[src/rtl/demux_sched_pkg.sv]
// Shared types and encodings for the two-lane byte scheduler.
package demux_sched_pkg;

  typedef enum logic [1:0] {
    ST_IDLE   = 2'd0,
    ST_ACTIVE = 2'd1,
    ST_PAD    = 2'd2
  } state_t;

  localparam logic [1:0] CFG_OFF   = 2'b00;
  localparam logic [1:0] CFG_X1_L0 = 2'b01;
  localparam logic [1:0] CFG_X1_L1 = 2'b10;
  localparam logic [1:0] CFG_X2    = 2'b11;

  localparam logic [7:0] PAD_BYTE_DEFAULT = 8'hF7;

  // Lane a byte is steered to: the stripe pointer in x2, the enabled lane in x1.
  function automatic logic target_lane(input logic [1:0] cfg, input logic ptr);
    logic lane;
    case (cfg)
      CFG_X2:    lane = ptr;
      CFG_X1_L1: lane = 1'b1;
      CFG_X1_L0: lane = 1'b0;
      default:   lane = 1'b0;
    endcase
    return lane;
  endfunction

endpackage

[src/rtl/demux_lane_scheduler_slot.sv]
// Single-entry registered output slot with valid/ready handshake.
module lane_out_slot #(
  parameter int DATA_W = 8
) (
  input  logic              clk,
  input  logic              reset,
  input  logic              i_load,
  input  logic [DATA_W-1:0] i_data,
  input  logic              i_ready,
  output logic [DATA_W-1:0] o_data,
  output logic              o_valid,
  output logic              o_free
);

  logic [DATA_W-1:0] r_data;
  logic              r_valid;

  // A load wins over a drain so the slot can turn over every cycle.
  always_ff @(posedge clk) begin
    if (reset) begin
      r_data  <= '0;
      r_valid <= 1'b0;
    end else if (i_load) begin
      r_data  <= i_data;
      r_valid <= 1'b1;
    end else if (i_ready) begin
      r_valid <= 1'b0;
    end
  end

  assign o_data  = r_data;
  assign o_valid = r_valid;
  assign o_free  = !r_valid || i_ready;

endmodule

[src/rtl/demux_lane_scheduler.sv]
// Stripes a packetized byte stream across two lanes, padding odd x2 packets on lane 1.
module demux_lane_scheduler
  import demux_sched_pkg::*;
#(
  parameter int                DATA_W   = 8,
  parameter logic [DATA_W-1:0] PAD_BYTE = PAD_BYTE_DEFAULT,
  parameter int                CNT_W    = 16
) (
  input  logic              clk,
  input  logic              reset,
  input  logic [DATA_W-1:0] in_data,
  input  logic              in_valid,
  input  logic              in_last,
  output logic              in_ready,
  input  logic [1:0]        lane_en,
  output logic [DATA_W-1:0] data_out0,
  output logic              outValid0,
  input  logic              ready0,
  output logic [DATA_W-1:0] data_out1,
  output logic              outValid1,
  input  logic              ready1,
  output logic              busy,
  output logic [CNT_W-1:0]  pkt_count,
  output logic [CNT_W-1:0]  pad_count
);

  state_t            r_state;
  logic              r_ptr;
  logic [1:0]        r_cfg;
  logic [CNT_W-1:0]  r_pkt_count;
  logic [CNT_W-1:0]  r_pad_count;

  logic [1:0]        w_eff_cfg;
  logic              w_x2;
  logic              w_tgt;
  logic              w_free0;
  logic              w_free1;
  logic              w_in_ready;
  logic              w_accept;
  logic              w_load0;
  logic              w_load1;
  logic              w_pad_load;
  logic [DATA_W-1:0] w_data1;

  // Steering and handshake; lane_en is only honoured between packets.
  always_comb begin
    w_eff_cfg  = (r_state == ST_IDLE) ? lane_en : r_cfg;
    w_x2       = (w_eff_cfg == CFG_X2);
    w_tgt      = target_lane(w_eff_cfg, r_ptr);
    w_in_ready = (r_state != ST_PAD) && (w_eff_cfg != CFG_OFF) &&
                 (w_tgt ? w_free1 : w_free0);
    w_accept   = in_valid && w_in_ready;
    w_pad_load = (r_state == ST_PAD) && w_free1;
    w_load0    = w_accept && !w_tgt;
    w_load1    = (w_accept && w_tgt) || w_pad_load;
    w_data1    = w_pad_load ? PAD_BYTE : in_data;
  end

  // Packet state machine, stripe pointer and statistics.
  always_ff @(posedge clk) begin
    if (reset) begin
      r_state     <= ST_IDLE;
      r_ptr       <= 1'b0;
      r_cfg       <= CFG_OFF;
      r_pkt_count <= '0;
      r_pad_count <= '0;
    end else begin
      case (r_state)
        ST_IDLE: begin
          if (w_accept) begin
            r_cfg <= lane_en;
            r_ptr <= w_x2 ? ~r_ptr : 1'b0;
            if (!in_last) begin
              r_state <= ST_ACTIVE;
            end else if (w_x2) begin
              r_state <= ST_PAD;
            end else begin
              r_pkt_count <= r_pkt_count + 1'b1;
            end
          end
        end
        ST_ACTIVE: begin
          if (w_accept) begin
            if (in_last && w_x2 && !w_tgt) begin
              r_state <= ST_PAD;
              r_ptr   <= 1'b1;
            end else if (in_last) begin
              r_state     <= ST_IDLE;
              r_ptr       <= 1'b0;
              r_pkt_count <= r_pkt_count + 1'b1;
            end else begin
              r_ptr <= w_x2 ? ~r_ptr : r_ptr;
            end
          end
        end
        ST_PAD: begin
          if (w_free1) begin
            r_state     <= ST_IDLE;
            r_ptr       <= 1'b0;
            r_pad_count <= r_pad_count + 1'b1;
            r_pkt_count <= r_pkt_count + 1'b1;
          end
        end
        default: begin
          r_state <= ST_IDLE;
          r_ptr   <= 1'b0;
        end
      endcase
    end
  end

  lane_out_slot #(.DATA_W(DATA_W)) u_slot0 (
    .clk     (clk),
    .reset   (reset),
    .i_load  (w_load0),
    .i_data  (in_data),
    .i_ready (ready0),
    .o_data  (data_out0),
    .o_valid (outValid0),
    .o_free  (w_free0)
  );

  lane_out_slot #(.DATA_W(DATA_W)) u_slot1 (
    .clk     (clk),
    .reset   (reset),
    .i_load  (w_load1),
    .i_data  (w_data1),
    .i_ready (ready1),
    .o_data  (data_out1),
    .o_valid (outValid1),
    .o_free  (w_free1)
  );

  assign in_ready  = w_in_ready;
  assign busy      = (r_state != ST_IDLE) || outValid0 || outValid1;
  assign pkt_count = r_pkt_count;
  assign pad_count = r_pad_count;

endmodule

[config.mk]
export PLATFORM = sky130hd
export DESIGN_NAME = demux_lane_scheduler
export DESIGN_NICKNAME = d
export VERILOG_FILES = /design/src/rtl/demux_sched_pkg.sv /design/src/rtl/demux_lane_scheduler_slot.sv /design/src/rtl/demux_lane_scheduler.sv
export SDC_FILE = /design/constraint.sdc
export NUM_CORES = 1
export LEC_CHECK = 0
export CORE_MARGIN = 2
export CORE_UTILIZATION = 49
export CTS_CLUSTER_DIAMETER = 120
export CTS_CLUSTER_SIZE = 40
export DETAILED_ROUTE_END_ITERATION = 10
export HOLD_SLACK_MARGIN = 0.1
export PLACE_DENSITY = 0.79
export SYNTH_ARGS = -nofsm -noshare
export SYNTH_HDL_FRONTEND = slang
export SYNTH_SLANG_ARGS = --single-unit
[constraint.sdc]
create_clock -name clk -period 2.2 [get_ports clk]
set_input_delay 0.44 -clock clk [delete_from_list [all_inputs] [get_ports clk]]
set_output_delay 0.44 -clock clk [all_outputs]
set_load 0.005 [all_outputs]
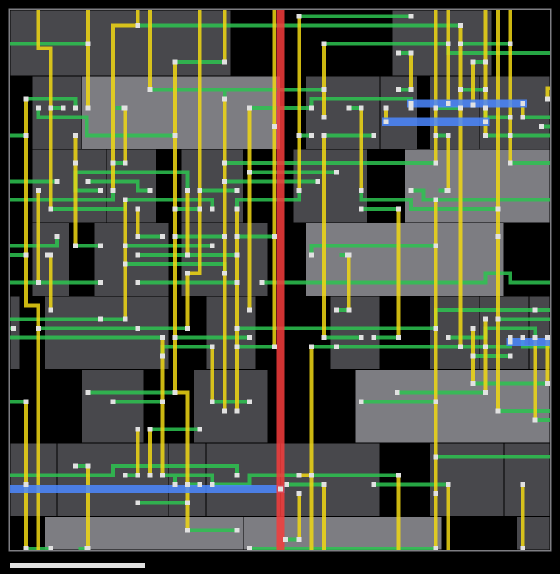
*Close-up of the layout*
Bar = 5 um. Region (30, 45) to (50, 65) um. Cells in grey, sequential cells in the stronger grey; small squares are vias.
Red marks M4. Yellow marks M2. Blue marks M3. Green marks M1.
Sequential cells in the window: 4. 30 logic cells have their middle in the window. Netlist names of flops here include `pkt_count` (4). Most frequent: a21oi_1 (4), dfxtp_1 (4).

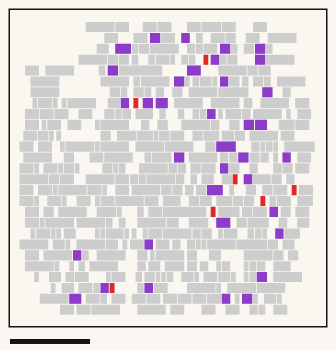
*Gate families picked out*
Bar = 20 um.
Purple marks and/or cells, cells 36. Red marks inv cells, cells 7.

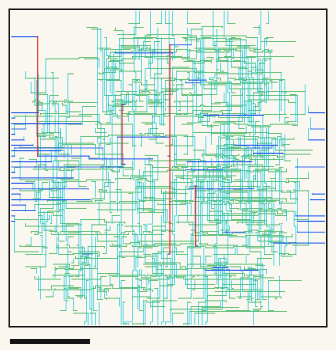
*Routed metal, one colour a layer*
Bar = 20 um.
Red marks M4, wire length 112 um. Green marks M1, wire length 3280 um. Cyan marks M2, wire length 3300 um. Blue marks M3, wire length 423 um.
final wirelength: 7123 um
routed vias: 2699

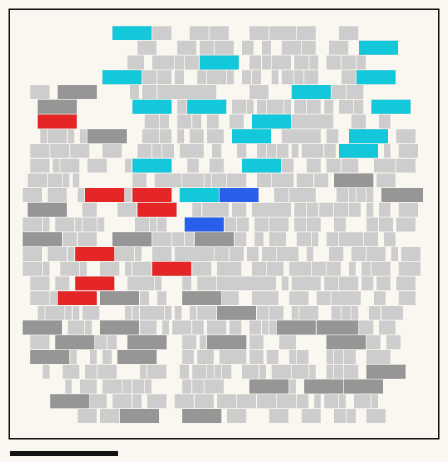
*Where the registers sit*
Bar = 20 um. Other sequential cells in the stronger grey, the rest of the logic in the fainter grey.
Blue marks `r_cfg`, placed flops 2. Cyan marks `pkt_count`, placed flops 16. Red marks `u_slot1.o_data`, placed flops 8, where middle left.

==> per-layer routing <==
| metal | up-vias | global-route usage (%) | part of all wire [%] |
|---|---|---|---|
| met5 | - | 0 | 0 |
| met4 | 0 | 8.621 | 1.6 |
| met3 | 10 | 5.682 | 5.9 |
| met2 | 75 | 36.19 | 46 |
| met1 | 1268 | 32.31 | 46 |
| li1 | 1346 | - | - |
==> worst reg2reg max path, cell delays in order, from the launching register on <==
cell,delay [ps]
dfxtp_2,420
mux2i_1,240
o221ai_2,130
mux2_4,360
buf_6,150
or4_1,510
a21oi_1,170
==> power breakdown <==
part / switching (mW) / total (mW) / internal, mW
combinational: 0.157 / 0.347 / 0.190
sequential: 0.0298 / 1.06 / 1.03
clock: 0.339 / 0.793 / 0.454
==> layout by cell type (no fill, tap or decap), types with 3 or more instances in the layout <==
cell and count:
clkdlybuf4s50_1 63, dfxtp_1 53, nor2_1 43, buf_4 28, nand2_1 18, a21oi_1 18
mux2i_1 12, or4_1 12, nand3_1 11, or3_1 11, o21ai_0 10, o31ai_1 10
nand4_1 9, nand2b_1 8, xor2_1 8, a211oi_1 8, inv_1 7, nor2b_1 6
clkbuf_8 5, nor4_1 4, and3_1 3, nor3_2 3, a21oi_2 3, nor3_1 3
==> cell type report <==
type / count / area, um^2
multi-input cells: 240 / 1583
flip-flops and latches: 55 / 1104
well taps: 72 / 90.09
clock inverters: 3 / 67.56
clock buffers: 5 / 68.82
fillers: 444 / 1593
inverters: 7 / 26.28
repair buffers: 99 / 940.9
==> flip-flops by register name, indices dropped and copies added, names as in the netlist <==
name / flops
pad_count: 16
pkt_count: 16
u_slot0.o_data: 8
u_slot1.o_data: 8
r_cfg: 2
r_state: 2
r_ptr: 1
u_slot0.o_valid: 1
u_slot1.o_valid: 1
==> flow_metrics.tcl <==
# yosys + openroad results
set metrics [dict create \
    status "finished, final reports clean" \
    ys.flops 55 \
    cts-htree-levels 2 \
    p_per_area_nw_per_um2 566.3 \
    hold_buffers 0 \
    diodes 0 \
    p_total_mw 2.197 \
    mux_share_pct 5.573 \
    edf_count 0 \
    timing.final.ws_setup_ps 100.2 \
    fa_ha_area_share_pct 0.9062 \
    min_period_over_period_pct 95.44 \
    r2r-end "pkt_count[10]$_SDFFE_PP0P_" \
    cp.buffers_inverters 2 \
    placedCellCount 473 \
    xor_share_pct 3.172 \
    simple_gate_share_pct 29.50 \
    hold_depth 2 \
    worstHoldStart "pkt_count[15]$_SDFFE_PP0P_" \
    cts_inserted_buffers 5 \
    hp-class "reg2reg" \
    yosys.area.top_type_share_pct 39.87 \
    final_cells 481 \
    critPathCapture "pkt_count[10]$_SDFFE_PP0P_" \
    cp_data_required_time_ps 2440 \
    startpoint "ready1" \
    crit-reg2reg-launch "r_state[0]$_SDFFE_PP0P_" \
    top_cell "dfxtp_1" \
    synth_area_leader_cell "dfxtp_1" \
    ant_nets 0 \
    first_iter_violations 163 \
    slowest_stage "clkdlybuf4s50_1" \
    pin_count 68 \
    die_y_um 79.07 \
    grt_pass1_vias 2604 \
    cts_resized 7 \
    cts_num_sinks 55 \
    timing.fmax_mhz 476.2 \
    drv_slew 0 \
    hold_viol_final 0 \
    setup_viol 0 \
    route.detailed.drc 0 \
    worst_pin_slew_ps 686.5 \
    path_cells "clkdlybuf4s50_1, nand2b_1, nor2_1, mux2_4, buf_6, or4_1, a21oi_1" \
    synth-main-ff-cell "dfxtp_1" \
    fin_area_um2 3880 \
    drtPass1Iterations 4 \
    dieArea_um2 6252 \
    cts_tree "done" \
    grt_max_degree 39 \
    cts_buffer_depth 2 \
    warnings 26 \
    ys_cells 320 \
    num-nets-final 426 \
    min_to "pkt_count[15]$_SDFFE_PP0P_" \
    viasPerCell 5.611 \
    die_w_um 79.07 \
    drv_cap 0 \
    top_cells_by_count "55 x dfxtp_1, 43 x nor2_1, 21 x a21oi_1, 18 x nand2_1, 13 x or4_1" \
    gp_routability_congestion 0.9519 \
    gr-total-overflow 0 \
    crit_path_end_kind "register" \
    routedWlPerCell_um 14.81 \
    worst_hold_slack_ps 493.4 \
    synthCells 320 \
    area_leaders "dfxtp_1 40%, nor2_1 5.8%, mux2i_1 4.3%" \
    core_um2 5473 \
    area_delta_synth_final_pct 40.51 \
    path_depth 7 \
    critPathMaxFanout 10 \
    ff2ff_setup_slack_ps 150 \
    cellLeakagePower_nw 1.401 \
    finish.utilization_pct 70.90 \
    setup_tns_ps 0 \
    logic_family "simple AND/OR/NAND/NOR gates" \
    critical-path-max-stage-delay_ps 510 \
    io_buffers 67 \
]
Power figures rest on the tool's default switching activity, not on a simulated workload.
